==> config.mk <==
export PLATFORM = sky130hd
export DESIGN_NAME = pipelined_sticky_shifter
export DESIGN_NICKNAME = d
export VERILOG_FILES = /design/src/rtl/pipelined_sticky_shifter.sv
export SDC_FILE = /design/constraint.sdc
export NUM_CORES = 1
export LEC_CHECK = 0
export ABC_AREA = 1
export CORE_MARGIN = 2
export CORE_UTILIZATION = 45
export DETAILED_ROUTE_END_ITERATION = 8
export PLACE_DENSITY_LB_ADDON = 0.2
export SLEW_MARGIN = 20
export SYNTH_ARGS = -nofsm -noshare
export SYNTH_HDL_FRONTEND = slang
export SYNTH_SLANG_ARGS = --single-unit
==> constraint.sdc <==
create_clock -name clk -period 7 [get_ports clk]
set_input_delay 0.7 -clock clk [delete_from_list [all_inputs] [get_ports clk]]
set_output_delay 0.7 -clock clk [all_outputs]
set_load 0.03 [all_outputs]
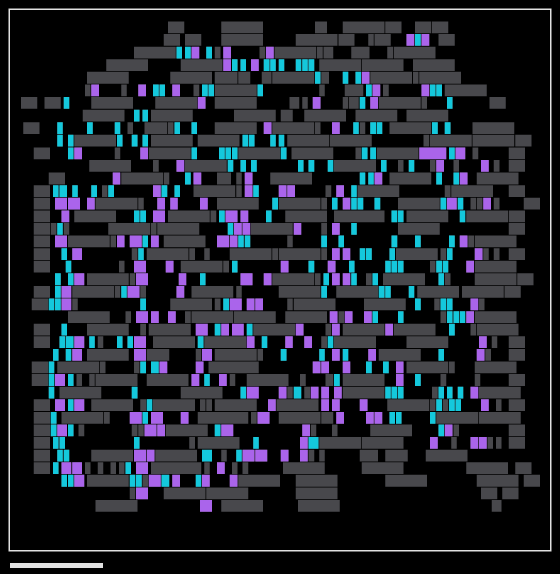
Figure 1: gate families picked out.
Scale bar: 20 um.
[nand cells] cyan | cells: 212 | where: widely spread
[aoi and oai cells] purple | cells: 165
most frequent logic cell in the layout: nand2_1
combinational share of cell area: 28.1%

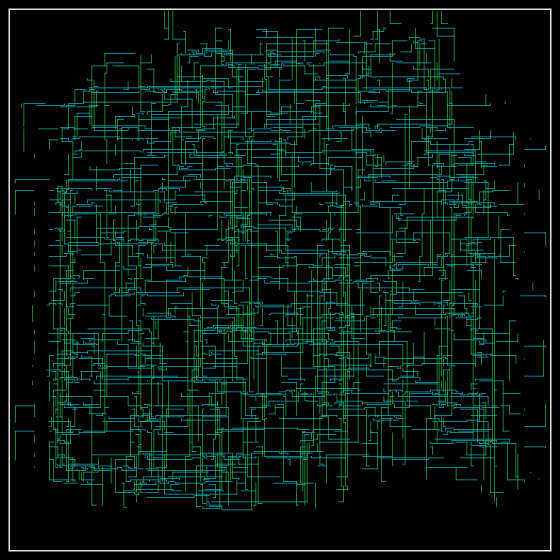
Figure 2: metal layers overlaid.
Only two layers are drawn.
[M2] green | wire length: 4930 um
[M1] cyan | wire length: 5540 um
via count: 4282
DR WL/cell: 12.2 um
routed wire length: 11000 um
gr usage total: 17.5%

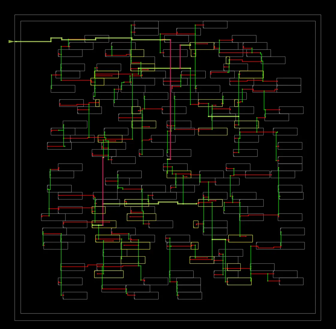
Figure 3: clock nets.
registers: 132
Setup Skew: 0.0116 ns

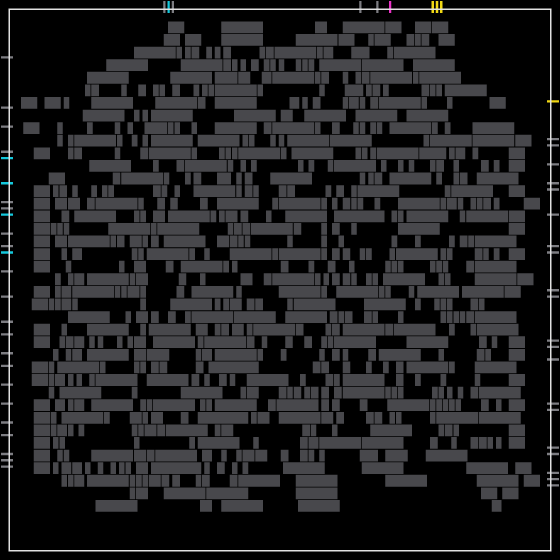
Figure 4: ports around the boundary.
Pins as bars across the die edge, other pins in gray.
[m_tag] yellow | pins: 4 | direction: output | edge: 3 top, 1 right
[s_b] cyan | pins: 5 | direction: input | edge: 4 left, 1 top
[m_valid] magenta | pins: 1 | direction: output | edge: top
all pins by edge: 25 left, 21 right, 9 top
die x size: 117 um
die height: 117 um
IO buf count: 54

==> results.toml <==
# implementation run metrics
[sta]
fin_tns_setup_ns = 0
slew_violations = 0
post-route-period-util_pct = 41.3
fmaxAchievable_mhz = 346
relSlewSlack_pct = 38.0

[yosys]
ys_area_um2 = 5710
ys_cells = 675
synth_area_per_cell_um2 = 8.46
flop_cell = "dfrtp_1"
synth_xor_xnor_area_share_pct = 0
top_area_share_pct = 57.9

[cts]
clkTransAtPathRegs_ns = 0.05
clk_latency_ns = 0.41
cts_tree = "done"
clock_sinks = 132
clock-root-buffer = "clkbuf_16"

[power_and_ir_drop]
p_clk_share_pct = 28.2
p_leak_nw = 3.24
p_switching_mw = 1.22

[grt]
gr-total-overflow = 0
grt_pass1_wl_um = 18500

[hold_path]
hp-class = "register to register"
hold_depth = 2

[layout]
fin_cells = 899
final_layout_size_suffix_gt1_share_pct = 5.91
logic_area_um2 = 1960

[routing]
wl_met3_um = 355
top_layer = "met4"
wl_met2_um = 4930
drt-met1-wl_um = 5540

[status]
status = "finished, final reports clean"

[worst_setup_path]
arrival_ns = 2.19
cp-end-kind = "output port"
-- critical path: cells and delay by family --
family	cells	cell delay [ns]
simple gates	1	0.25
buf+inv	3	1.24
-- layout make-up --
| type | instances | area share (%) |
|---|---|---|
| flip-flops and latches | 132 | 47.3 |
| multi-input cells | 430 | 28.1 |
| repair buffers | 58 | 8.23 |
| clock buffers | 24 | 7.05 |
| inverters | 75 | 4.07 |
| well taps | 172 | 3.08 |
| clock inverters | 8 | 2.10 |
-- power groups by stage --
stage	Sequential, mW	Combinational (mW)	Clock, mW
global route	1.36	1.24	0.989
global placement	1.32	1.06	0
finish	1.32	1.08	0.944
detailed placement	1.33	1.08	0
CTS	1.32	1.10	0.958
floorplan	1.37	0.711	0
Power and IR drop assume default switching activity.
